Design id_ex_stage, sky130hd; sources not shown.
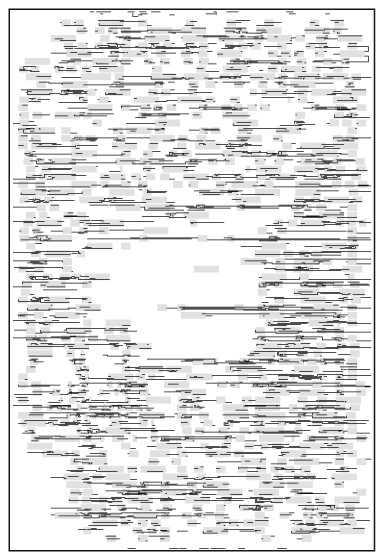
Fig. 1. Signal wires on met1 (run 1).
share of all routed wire	38%
longest straight run	58.0 um
main direction	horizontal
nets with wire on the layer	800
final wirelength: 22330 um
vias: 5173
GR Util met1: 0.2042

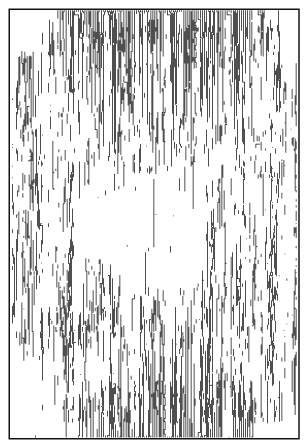
Fig. 2. The metal 2 layer (run 1).
nets with wire on the layer	869
share of all routed wire	52%
longest straight run	63.6 um
wire length on this layer	11700 um
met2 Usage GRT: 0.3138

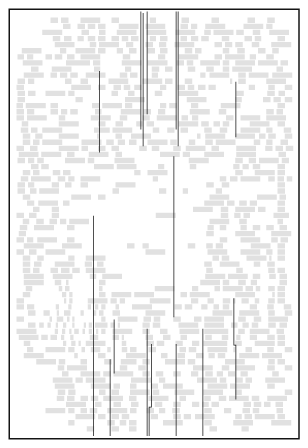
Fig. 3. Metal 4 (run 1).
share of all routed wire	3.5%
longest straight run	97.9 um
nets with wire on the layer	12
wire length on this layer	780 um

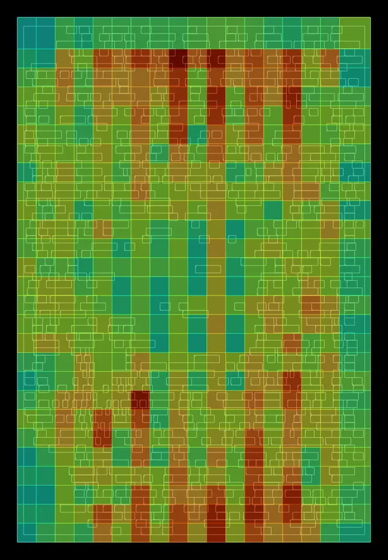
Fig. 4. Routing congestion map (run 1).
wire length per cell: 21.31 um
Final Util: 0.4504

==> ci_impl_report.md, run 1 <==
## PnR job results

| Metric | Value |
|---|---|
| Compound-gate portion of the synthesized area | 0.2213 |
| Global-route wire length before repair | 34130 um |
| CTS tree | yes |
| Placed Cells | 1015 |
| Cells after Synth | 442 |
| Fin Hold WS | 302.9 ps |
| Comb. pwr | 0.00108 W |
| Worst setup EP type | primary output |
| PD cells | 342.6 mW/mm2 |
| Critical Path Max Stage Delay | 510 ps |
| CP Buf/Inv Count | 3 |
| Post-CTS Resized | 0 |
| Iter 0 DRT Violations | 225 |
| Syn avg cell area | 14.22 um2 |
| Clock Power | 0.00114 W |
| Clk sinks | 167 |
| Syn Nets | 600 |
| # IOs | 325 |
| Fin. max-slew vios | 0 |
| Clk slew on worst S/H paths | 60 ps |
| Dominant flop cell | dfrtp_1 |
| CP Depth | 8 |
| P_leak | 4.438 nW |
| Antenna-violating nets left | 0 |
| Final routed DRC violation total | 0 |
| Die W | 128.6 um |
| Sequential share of power | 0.372 |
| Vias in the first global route | 5723 |
| Crit-path leading delay family | buffers and inverters |
| Sequential fraction of the synthesis area | 0.6647 |
| Root Driver | clkbuf_16 |
| Global route total overflow | 0 |
| Synth Warn # | 0 |
| Clk latency late pin | 440 ps |
| Die height | 190.9 um |
| Status | complete, no violations |
| Area leader, netlist | dfrtp_1 |
| Overall routing resource usage | 0.1845 |
| Pre-CTS setup slack | 1439 ps |
| Top-area cell share | 0.6647 |
| Hold depth | 1 |
| Top power group | registers |
-- run 1: through the flow --
step,util,power [W]
after global routing,0.4504,0.003676
after detailed placement,0.4255,0.002430
after floorplan,-,0.002082
final,0.4504,0.003545
after CTS,0.4501,0.003596
after global placement,0.4255,0.002419
-- run 1: cells by family (layout without fill, tap and decap cells) --
kind of cell               count (synthesis)  count (layout)
AOI/OAI and AO/OA                        156             156
xor gates and xnor gates                  24              24
adders and majority gates                  1               1
buffers and inverters                     38             361
DFF                                      167             167
muxes                                      2               2
other                                      0               3
and+or+nand+nor                           54              54
-- run 1: per-layer routing --
| metal | track usage | share of wire | vias up |
|---|---|---|---|
| met4 | 0.09950 | 0.035 | 0 |
| met3 | 0.05849 | 0.068 | 35 |
| met1 | 0.2042 | 0.38 | 2631 |
| met2 | 0.3138 | 0.52 | 200 |
| met5 | 0 | 0 | - |
| li1 | - | - | 2307 |
-- run 1: cells in the final DEF (no fill, tap or decap), types with 2 or more instances in the layout --
cell             count
clkdlybuf4s50_1    322
clkinv_1             3
buf_12               3
nor2_1               5
and3_1               4
a32o_1               3
nand2_1             11
nand3_1             15
mux2_2               2
xnor2_1             24
bufinv_16            3
nand4_1              7
clkbuf_16           17
clkinv_2             4
buf_4                4
a22o_1             148
clkinvlp_4           3
nor3_1               5
dfrtp_1            167
diode_2              3
and4_1               4
-- run 1: final cells by class --
type | instances | area, um2 | share of cell area
sequential | 167 | 4179 | 0.4039
timing repair buffer | 329 | 3313 | 0.3202
inverter | 2 | 11.26 | 0.001088
clock buffer | 17 | 425.4 | 0.04111
tap | 280 | 350.3 | 0.03386
clock inverter | 13 | 140.1 | 0.01354
antenna | 3 | 7.507 | 0.0007255
multi-input combinational | 237 | 1921 | 0.1856
Fig. 5: run 1, local utilization
Scale bar: 50 um. The die is cut into 13 by 19 equal tiles; dark blue is low, red is high, 0 to 100% covered.
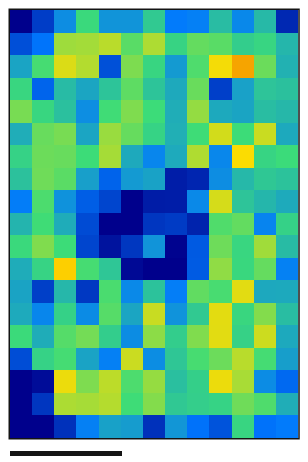

==> run 1 -> run 2 <==
Settings changed: CORE_UTILIZATION 27 to 30.
Clock period 5.7 ns to 3.98 ns, I/O delays scaled along.
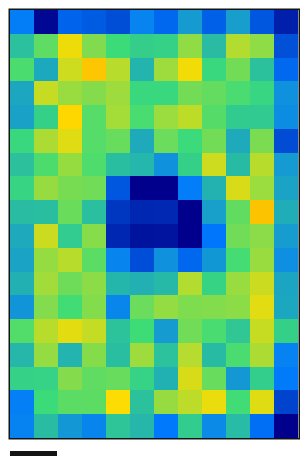
Fig. 6. Local utilization (run 2).
Scale bar: 20 um. The die is cut into 12 by 18 equal tiles; dark blue is low, red is high, 0 to 100% covered.
tiles over 75% full	1.4%
emptiest ninth of the die	centre
fullest tile	78%
nearly empty tiles	2.8%
mean over tiles	46%
fp util: 0.3067
Final Util: 0.5090
Core ar.: 0.02050 mm2

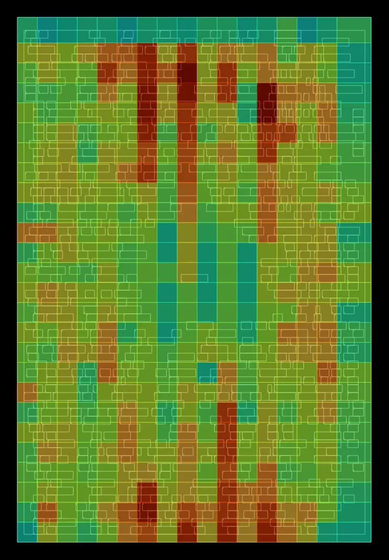
Fig. 7. Routing congestion map (run 2).
wire length per cell: 21.14 um
GR peak layer: met2
overall routing resource usage: 0.1979
GR Util met1: 0.2012
met2 Usage GRT: 0.3542

==> run 2 against run 1 <==
  * Total power rose by 47%
  * Clock power rose by 54%
  * Synthesized area did not move
  * Cell area rose by 0.85%
  * Non-clock buffer count rose by 3
  * Setup slack got worse by 840 ps
  * Routed wire length fell by 1.9%
  * Sequential share of layout area fell by 0.34 points
  * First-iteration DRC count fell by 1.8%
  * Die area fell by 9.7%
  * Combinational power rose by 44%
  * Hold slack got worse by 7.4 ps
  * Critical path type is now reg -> out
==> ci_impl_report.md, run 2 <==
## PnR job results

| Metric | Value |
|---|---|
| Status | complete, no violations |
| Pre-CTS setup slack | 571.5 ps (-867.0 ps) |
| Top-area cell share | 0.6647 (unchanged) |
| PD cells | 498.6 mW/mm2 (+46%) |
| Yosys top cell by instances | dfrtp_1 |
| Post-CTS Resized | 0 (unchanged) |
| Setup TNS | 0 ps |
| Synth Warn # | 0 (unchanged) |
| P_leak | 4.506 nW (+1.5%) |
| Crit-path leading delay family | simple AND/OR/NAND/NOR gates |
| Fin. max-slew vios | 0 (unchanged) |
| Critical Path Max Stage Delay | 620 ps (+110 ps) |
| Post-synth regs | 167 |
| Worst EP arrival | 2380 ps |
| Tool Warnings | 28 |
| Reg-to-reg slack, setup | 980 ps |
| # IOs | 325 (unchanged) |
| Clk latency late pin | 430 ps (about the same) |
| Min-Delay Path Class | reg -> reg |
| Cells after Synth | 442 (unchanged) |
| Hold depth | 1 (unchanged) |
| Post-route cell area | 0.01044 mm2 |
| Most numerous logic cell after layout | clkdlybuf4s50_1 |
| Clk sinks | 167 (unchanged) |
| Synthesis-to-finish area growth | 65.97% |
| Ys cells | 442 |
| Placed Cells | 1002 (-1.3%) |
| Worst-path cell chain | or4_1, o2111ai_4, inv_2, nand2_1, o21bai_4, buf_12 |
| Final routed DRC violation total | 0 (unchanged) |
| Gp weighted congestion | 0.7717 |
| Top cells, area | dfrtp_1 66%, a22o_1 21%, xnor2_1 3.3% |
| Max_cap viols | 0 |
| Setup CP Type | reg -> out |
| Syn Nets | 600 (unchanged) |
| Overall power | 0.005203 W (+47%) |
| Final wirelength | 21900 um (-1.9%) |
| Sequential fraction of the synthesis area | 0.6647 (unchanged) |
| Global-route wire length before repair | 33270 um (-2.5%) |
| Dominant flop cell | dfrtp_1 |
| Top cells by count | 167 x dfrtp_1, 148 x a22o_1, 24 x xnor2_1, 20 x clkbuf_1, 15 x nand3_1 |
| Top cells excl fill/tap | 321 x clkdlybuf4s50_1, 167 x dfrtp_1, 148 x a22o_1, 24 x xnor2_1, 17 x clkbuf_16 |
| Die W | 122.2 um (-5.0%) |
| Die height | 181.3 um (-5.0%) |
| Share of post-route cells with drive strength above 1 | 0.05714 |
| Vias in the first global route | 5906 (+3.2%) |
| Clk slew on worst S/H paths | 70 ps (about the same) |
| Chip area | 0.02216 mm2 |
| Syn avg cell area | 14.22 um2 (unchanged) |
| CP Buf/Inv Count | 2 (-1) |
| CP Depth | 6 (-2) |
| Slew @ Worst Pin | 1051 ps |
| Peak supply drop | 0.2374 mV |
| Syn Std Cell Area | 0.006287 mm2 |
| Asr flop ratio synth | 1.000 |
| CTS Hold Bufs | 0 |
| Root Driver | clkbuf_16 |
| Tcrit/Tclk final | 0.8483 |
| Post-CTS repair timing setup buffer count | 0 |
| TritonCTS Buffers | 17 |
| Vias | 5244 (+1.4%) |
| Antenna-violating nets left | 0 (unchanged) |
| Area leader, netlist | dfrtp_1 |
| Worst setup margin | 603.6 ps |
| Worst setup EP type | primary output |
| Final Non-Filler Cells | 1036 |
| Iter 0 DRT Violations | 221 (-1.8%) |
| RSZ-0062 raised after global routing | no |
| CTS tree | yes |
| Global route total overflow | 0 (unchanged) |
| Count of library flops with an enable pin | 0 |
| # port buffers | 324 |
run 2: cells by family after synthesis:
group | Yosys count | share of synthesized area
multiplexers | 2 | 0.003582
AND/OR/NAND/NOR | 54 | 0.04517
adder cells (fa/ha/maj) | 1 | 0.001990
flip-flops | 167 | 0.6647
XOR/XNOR | 24 | 0.03343
AND-OR/OR-AND | 156 | 0.2213
buffers and inverters | 38 | 0.02985
run 2: metrics by stage:
stage | util | hold WS, ps
6_report | 0.5090 | 295.5
5_1_grt | 0.5090 | 305.8
4_1_cts | 0.5088 | 298.8
3_5_place_dp | 0.4786 | 283.5
3_3_place_gp | 0.4786 | 275.5
2_1_floorplan | - | 724.6
run 2: where the power goes:
part	total (W)	switching, W	internal [W]
Clock	0.00175	0.000659	0.00109
Combinational	0.00156	0.00112	0.000439
Sequential	0.00189	0.0000772	0.00182
Total	0.00520	0.00185	0.00335
run 2: metal layers:
layer	GRT usage	vias up	share of wire
li1	-	2316	-
met1	0.2012	2666	0.34
met2	0.3542	226	0.54
met3	0.07386	36	0.085
met4	0.08690	0	0.035
met5	0	-	0
run 2: area by class of cell:
class / instances / area (um2)
repair buffers: 332 / 3358
inverters: 2 / 11.26
diodes: 2 / 5.005
flip-flops and latches: 167 / 4179
well taps: 264 / 330.3
multi-input cells: 237 / 1932
fillers: 2140 / 10060
clock buffers: 17 / 425.4
clock inverters: 15 / 193.9
run 2: worst reg2reg max path, delay by kind of cell, from the launching register on:
kind	cells	cell delay, ps
buffers and inverters	2	790
AOI/OAI and AO/OA	3	870
and+or+nand+nor	1	620
DFF	1	450
Power is estimated from default activity; no workload was simulated.
